==> images/metal_stack.png <==
(12 px per µm) Only two layers are drawn.
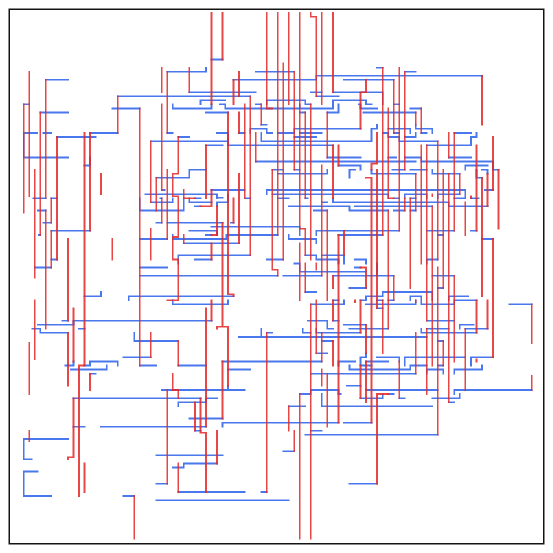
==> images/port_nets.png <==
(6 px per µm)
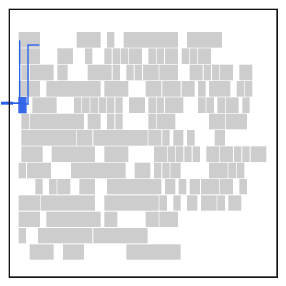
==> images/final_placement.png <==
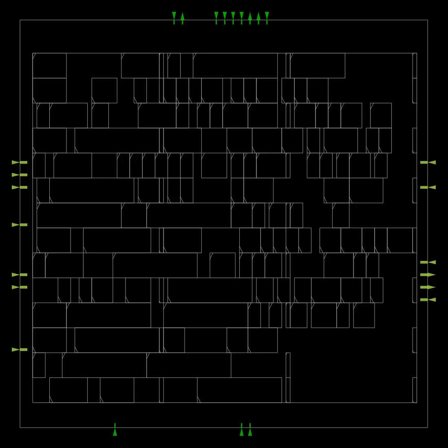
==> images/pins.png <==
(12 px per µm) Pins as bars across the die edge, other pins in gray.
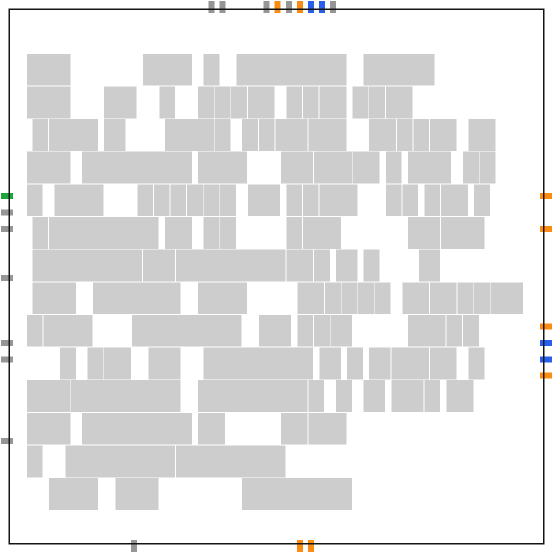
--- config.mk ---
export PLATFORM = sky130hd
export DESIGN_NAME = fwd_hazard_unit_flat
export DESIGN_NICKNAME = d
export VERILOG_FILES = /design/src/rtl/fwd_pkg.sv /design/src/rtl/fwd_hazard_unit_if.sv /design/src/rtl/fwd_src_match.sv /design/src/rtl/fwd_hazard_unit.sv /design/src/flat_wrapper.sv
export SDC_FILE = /design/constraint.sdc
export NUM_CORES = 1
export LEC_CHECK = 0
export ABC_AREA = 1
export ABC_CLOCK_PERIOD_IN_PS = 1050
export CAP_MARGIN = 10
export CORE_UTILIZATION = 45
export DETAILED_ROUTE_END_ITERATION = 16
export DONT_BUFFER_PORTS = 1
export PLACE_DENSITY = 0.74
export SYNTH_ARGS = -nofsm -noshare
export SYNTH_HDL_FRONTEND = slang
export SYNTH_SLANG_ARGS = --single-unit
--- constraint.sdc ---
create_clock -name clk -period 1.05 [get_ports clk]
set_clock_uncertainty 0.05 [all_clocks]
set_input_delay 0.105 -clock clk [delete_from_list [all_inputs] [get_ports clk]]
set_output_delay 0.105 -clock clk [all_outputs]
set_load 0.005 [all_outputs]
--- src/rtl/fwd_pkg.sv ---
// Shared types and helpers for the forwarding / hazard unit: the in-flight
// destination tag record, the register-file select code and the select width.
package fwd_pkg;

    // Widest register address a tag can hold; narrower addresses are zero-extended.
    localparam int TAG_RD_W = 8;

    localparam int SEL_RF = 0;

    typedef struct packed {
        logic                valid;
        logic [TAG_RD_W-1:0] rd;
        logic                wr_en;
        logic                is_load;
    } fwd_tag_t;

    function automatic int sel_w(input int fwd_stages);
        return (fwd_stages < 1) ? 1 : $clog2(fwd_stages + 1);
    endfunction

endpackage

--- src/rtl/fwd_hazard_unit_if.sv ---
// ID-stage view of the forwarding unit: operand/destination info in,
// bypass selects and stall request out.
interface fwd_hazard_unit_if
    import fwd_pkg::*;
#(
    parameter int REG_ADDR_W = 4,
    parameter int NUM_SRC    = 2,
    parameter int SEL_W      = sel_w(2)
);
    logic                          id_valid;
    logic [NUM_SRC*REG_ADDR_W-1:0] id_rs;
    logic [NUM_SRC-1:0]            id_rs_used;
    logic [REG_ADDR_W-1:0]         id_rd;
    logic                          id_wr_en;
    logic                          id_is_load;
    logic                          flush;
    logic [NUM_SRC*SEL_W-1:0]      fwd_sel;
    logic                          stall;

    modport master (
        output id_valid, id_rs, id_rs_used, id_rd, id_wr_en, id_is_load, flush,
        input  fwd_sel, stall
    );

    modport slave (
        input  id_valid, id_rs, id_rs_used, id_rd, id_wr_en, id_is_load, flush,
        output fwd_sel, stall
    );
endinterface

--- src/rtl/fwd_src_match.sv ---
// One ID source operand against the shadow tag pipeline: youngest-producer
// bypass select plus a flag for a load result that is not yet forwardable.
module fwd_src_match
    import fwd_pkg::*;
#(
    parameter int REG_ADDR_W       = 4,
    parameter int FWD_STAGES       = 2,
    parameter int LOAD_READY_STAGE = 2,
    parameter int R0_IS_ZERO       = 1,
    parameter int SEL_W            = sel_w(FWD_STAGES)
) (
    input  logic                        id_valid,
    input  logic [REG_ADDR_W-1:0]       rs,
    input  logic                        rs_used,
    input  fwd_tag_t [FWD_STAGES:1]     tags,
    output logic [SEL_W-1:0]            sel,
    output logic                        load_hazard
);

    logic                rs_live;
    logic [TAG_RD_W-1:0] rs_ext;

    assign rs_ext  = TAG_RD_W'(rs);
    assign rs_live = id_valid && rs_used && !((R0_IS_ZERO != 0) && (rs == '0));

    // Walk oldest to youngest so the youngest matching stage overwrites the result.
    always_comb begin
        // NOTE: every output gets a default before the loop so no path infers a latch.
        sel         = SEL_W'(SEL_RF);
        load_hazard = 1'b0;
        for (int k = FWD_STAGES; k >= 1; k--) begin
            if (rs_live && tags[k].valid && tags[k].wr_en && (tags[k].rd == rs_ext)) begin
                sel         = SEL_W'(k);
                load_hazard = tags[k].is_load && (k < LOAD_READY_STAGE);
            end
        end
    end

endmodule

--- src/rtl/fwd_hazard_unit.sv ---
// Forwarding and load-use hazard unit with a shadow tag pipeline for EX..WB.
// Optional performance counters are built when FWD_PERF_CNT_EN is defined.
module fwd_hazard_unit
    import fwd_pkg::*;
#(
    parameter int REG_ADDR_W       = 4,
    parameter int NUM_SRC          = 2,
    parameter int FWD_STAGES       = 2,
    parameter int LOAD_READY_STAGE = 2,
    parameter int R0_IS_ZERO       = 1
) (
    input  logic              clk,
    input  logic              rst_n,
    fwd_hazard_unit_if.slave  bus
`ifdef FWD_PERF_CNT_EN
    ,
    input  logic              cnt_clr,
    output logic [15:0]       stall_count,
    output logic [15:0]       fwd_count
`endif
);

    localparam int SEL_W = sel_w(FWD_STAGES);

    fwd_tag_t [FWD_STAGES:1]    tags;
    logic [SEL_W-1:0]           src_sel [NUM_SRC];
    logic [NUM_SRC-1:0]         src_hazard;
    logic [NUM_SRC*SEL_W-1:0]   fwd_sel_flat;
    logic                       stall;

    for (genvar i = 0; i < NUM_SRC; i++) begin : g_src
        fwd_src_match #(
            .REG_ADDR_W       (REG_ADDR_W),
            .FWD_STAGES       (FWD_STAGES),
            .LOAD_READY_STAGE (LOAD_READY_STAGE),
            .R0_IS_ZERO       (R0_IS_ZERO),
            .SEL_W            (SEL_W)
        ) u_match (
            .id_valid    (bus.id_valid),
            .rs          (bus.id_rs[i*REG_ADDR_W +: REG_ADDR_W]),
            .rs_used     (bus.id_rs_used[i]),
            .tags        (tags),
            .sel         (src_sel[i]),
            .load_hazard (src_hazard[i])
        );
    end

    always_comb begin
        fwd_sel_flat = '0;
        for (int i = 0; i < NUM_SRC; i++) begin
            fwd_sel_flat[i*SEL_W +: SEL_W] = src_sel[i];
        end
    end

    // A flushed ID instruction is dead, so it can never need to wait.
    assign stall       = (|src_hazard) && !bus.flush;
    assign bus.stall   = stall;
    assign bus.fwd_sel = fwd_sel_flat;

    always_ff @(posedge clk or negedge rst_n) begin
        if (!rst_n) begin
            // NOTE: only the valid bits matter, but clearing whole tags keeps bubbles all-zero.
            tags <= '0;
        end else begin
            // NOTE: non-blocking, so each stage takes its predecessor's pre-edge value.
            if (bus.id_valid && !stall && !bus.flush) begin
                tags[1] <= '{valid:   1'b1,
                             rd:      TAG_RD_W'(bus.id_rd),
                             wr_en:   bus.id_wr_en,
                             is_load: bus.id_is_load};
            end else begin
                tags[1] <= '0;
            end
            for (int k = 2; k <= FWD_STAGES; k++) begin
                tags[k] <= tags[k-1];
            end
        end
    end

`ifdef FWD_PERF_CNT_EN
    logic any_fwd;
    assign any_fwd = |fwd_sel_flat;

    // Saturating counters; a clear in the same cycle as an event wins.
    always_ff @(posedge clk or negedge rst_n) begin
        if (!rst_n) begin
            stall_count <= '0;
            fwd_count   <= '0;
        end else if (cnt_clr) begin
            stall_count <= '0;
            fwd_count   <= '0;
        end else begin
            if (stall && (stall_count != 16'hFFFF)) begin
                stall_count <= stall_count + 16'd1;
            end
            if (any_fwd && (fwd_count != 16'hFFFF)) begin
                fwd_count <= fwd_count + 16'd1;
            end
        end
    end
`endif

endmodule

--- src/flat_wrapper.sv ---
// flat-port wrapper written by rule: the top's interface ports become plain ports
module fwd_hazard_unit_flat import fwd_pkg::*;
#(
    parameter int REG_ADDR_W       = 4,
    parameter int NUM_SRC          = 2,
    parameter int FWD_STAGES       = 2,
    parameter int LOAD_READY_STAGE = 2,
    parameter int R0_IS_ZERO       = 1
)
  (clk, rst_n, bus_id_valid, bus_id_rs, bus_id_rs_used, bus_id_rd, bus_id_wr_en, bus_id_is_load, bus_flush, bus_fwd_sel, bus_stall);
  fwd_hazard_unit_if #(.REG_ADDR_W(REG_ADDR_W), .NUM_SRC(NUM_SRC), .SEL_W((2))) bus_i ();
  input  logic clk;
  input  logic rst_n;
  input wire logic [$bits(bus_i.id_valid)-1:0] bus_id_valid;
  input wire logic [$bits(bus_i.id_rs)-1:0] bus_id_rs;
  input wire logic [$bits(bus_i.id_rs_used)-1:0] bus_id_rs_used;
  input wire logic [$bits(bus_i.id_rd)-1:0] bus_id_rd;
  input wire logic [$bits(bus_i.id_wr_en)-1:0] bus_id_wr_en;
  input wire logic [$bits(bus_i.id_is_load)-1:0] bus_id_is_load;
  input wire logic [$bits(bus_i.flush)-1:0] bus_flush;
  output wire logic [$bits(bus_i.fwd_sel)-1:0] bus_fwd_sel;
  output wire logic [$bits(bus_i.stall)-1:0] bus_stall;
  assign bus_i.id_valid = bus_id_valid;
  assign bus_i.id_rs = bus_id_rs;
  assign bus_i.id_rs_used = bus_id_rs_used;
  assign bus_i.id_rd = bus_id_rd;
  assign bus_i.id_wr_en = bus_id_wr_en;
  assign bus_i.id_is_load = bus_id_is_load;
  assign bus_i.flush = bus_flush;
  assign bus_fwd_sel = bus_i.fwd_sel;
  assign bus_stall = bus_i.stall;
  fwd_hazard_unit #(.REG_ADDR_W(REG_ADDR_W), .NUM_SRC(NUM_SRC), .FWD_STAGES(FWD_STAGES), .LOAD_READY_STAGE(LOAD_READY_STAGE), .R0_IS_ZERO(R0_IS_ZERO)) u_core (.clk(clk), .rst_n(rst_n), .bus(bus_i));
endmodule
==> results.sh <==
# source this file to load flow results
export IMPL_p_int_w=0.0007474
export IMPL_syn2layout_area_growth_pct=31.68
export IMPL_outcome="finished with violations"
export IMPL_ff_type="dfrtp_1"
export IMPL_min_path_cells=3
export IMPL_arrival_ns=1.36
export IMPL_path_max_fanout=3
export IMPL_finalSetupViolations=12
export IMPL_common_cells="nand2_1, inv_1, dfrtp_1, nor2_1, nor2_2"
export IMPL_synth_flops=13
export IMPL_cts_setup_buffers=4
export IMPL_worstSkewPairLatency_ns=0.27
export IMPL_relSlewSlack=0.6195
export IMPL_fp_utilization=0.5078
export IMPL_antenna_cells=0
export IMPL_setup_tns_ns=-4.478
export IMPL_firstDrtPassIters=4
export IMPL_cts_resized_gates=14
export IMPL_fin_ws_ns=-0.4610
export IMPL_cp_required_ns=0.89
export IMPL_viasPerCell=4.571
export IMPL_top_register="u_core.tags"
export IMPL_sequentialPowerShare=0.527
export IMPL_drt_iter0_markers=9
export IMPL_drv_slew=0
export IMPL_cts_root_buf="clkbuf_4"
export IMPL_hold_viol=0
export IMPL_path_depth=7
export IMPL_cp_cell_sequence="inv_2 > nand2_1 > nand2_1 > buf_4 > nand2_2 > nor3_2 > buf_4"
export IMPL_antenna_found_initial=0
export IMPL_n_fill_cell=133
export IMPL_grt_overflow=0
export IMPL_comb_power_w=0.000181
export IMPL_post_route_min_period_ns=1.511
export IMPL_numCtsBuffers=3
export IMPL_edf_count=0
export IMPL_top_power_group="registers"
export IMPL_power_density_mw_per_mm2=955.2
export IMPL_ys_types=19
export IMPL_cp_end_kind="output pin"
export IMPL_max_freq_ghz=0.6618
export IMPL_cts_tree="built"
export IMPL_vias=704
export IMPL_area_leaders="dfrtp_1, nand2_1, inv_1"
export IMPL_p_seq_w=0.000536
export IMPL_fp_nets=130
export IMPL_met1_usage=0.2169
export IMPL_ys_warn_count=0
export IMPL_sw_frac_of_total=0.2660
export IMPL_drv_cap=0
export IMPL_grt_util_met2=0.3529
export IMPL_crit_buf_inv=3
export IMPL_most_common_cell="nand2_1"
export IMPL_regToRegEndpoint="u_core.tags[2]"
export IMPL_ant_nets=0
export IMPL_grt_pass1_wl_um=2601
export IMPL_yosys_area_um2=809.5
export IMPL_violations="setup timing"
export IMPL_rr_worst_depth=10
export IMPL_p_clk_frac=0.296
export IMPL_grt_setup_unrepaired="yes"
export IMPL_path_delay_family="flip-flops"
export IMPL_switchingPower_w=0.0002709
export IMPL_hold_path_class="in -> reg"
export IMPL_crit_path_start_kind="register"
export IMPL_busiest_layer="met2"
export IMPL_layout_drive_gt1_share=0.3615
-- metal_stack.png (at the start) --
Key: met2 = red [wire length 945 µm]; met1 = blue [wire length 750 µm]
DRT Wirelength: 1741 µm
Tot GR Track Use: 0.1840

-- port_nets.png (at the start) --
Key: bus_id_is_load = blue [bits 1, direction input, edge left, end cells 1, wire 24.3 µm]
Port Buf Inserts: 0
IO Pins: 25

-- final_placement.png (at the start) --
fin cells: 154
FP Rows: 14
core area: 0.001594 mm²
fin util: 0.6688

-- pins.png (at the start) --
Key: bus_fwd_sel = blue [pins 4, direction output, edge 2 right, 2 top]; bus_id_is_load = green [pins 1, direction input, edge left]; bus_id_rs = orange [pins 8, direction input, edge 4 right, 2 bottom, 2 top]
All pins by edge: 9 top, 7 left, 6 right, 3 bottom.
Die W: 44.42 µm
DIE HEIGHT: 44.42 µm

[cell type report]
type / count / area (µm²) / area share
timing repair buffer: 16 / 145.1 / 0.1362
sequential: 13 / 325.3 / 0.3052
multi-input combinational: 72 / 444.2 / 0.4167
clock buffer: 3 / 22.52 / 0.02113
inverter: 25 / 93.84 / 0.08803
tap: 24 / 30.03 / 0.02817
clock inverter: 1 / 5.005 / 0.004695
[layout by cell type, fill, tap and decap left out, drive strengths merged]
cell / netlist / final
nor3: 2 / 2
inv: 25 / 25
nand4: 3 / 3
buf: 0 / 9
or2: 1 / 1
clkinv: 0 / 1
nand2: 34 / 34
dfrtp: 13 / 13
clkbuf: 0 / 3
nand3: 3 / 3
dlygate4sd3: 0 / 7
xnor2: 6 / 6
a21oi: 3 / 3
o21ai: 2 / 2
nor2: 18 / 18
[cell families after synthesis]
logic type                synth area share
buffers and inverters               0.1159
xor gates and xnor gates           0.06491
DFF                                 0.4019
AOI/OAI and AO/OA                  0.03555
and+or+nand+nor                     0.3818
[stage by stage]
stage                     setup slack [ns]  std cells  hold slack (ns)  utilization  cell area, µm²
after floorplan                    -0.1019        110          -0.2406            -           809.5
after global placement             -0.1860        139          -0.2403       0.5502           877.1
after detailed placement           -0.2263        139          -0.2404       0.5502           877.1
after CTS                          -0.4685        154          0.05558       0.6554            1045
after global routing               -0.5401        154          0.07432       0.6688            1066
final                              -0.4610        154          0.06987       0.6688            1066
[routing by layer]
| metal | share of wire | routed length, µm | up-vias |
|---|---|---|---|
| li1 | - | - | 364 |
| met1 | 0.43 | 750 | 321 |
| met2 | 0.54 | 944 | 19 |
| met3 | 0.027 | 47 | 0 |
| met4 | 0 | 0 | 0 |
| met5 | 0 | 0 | - |
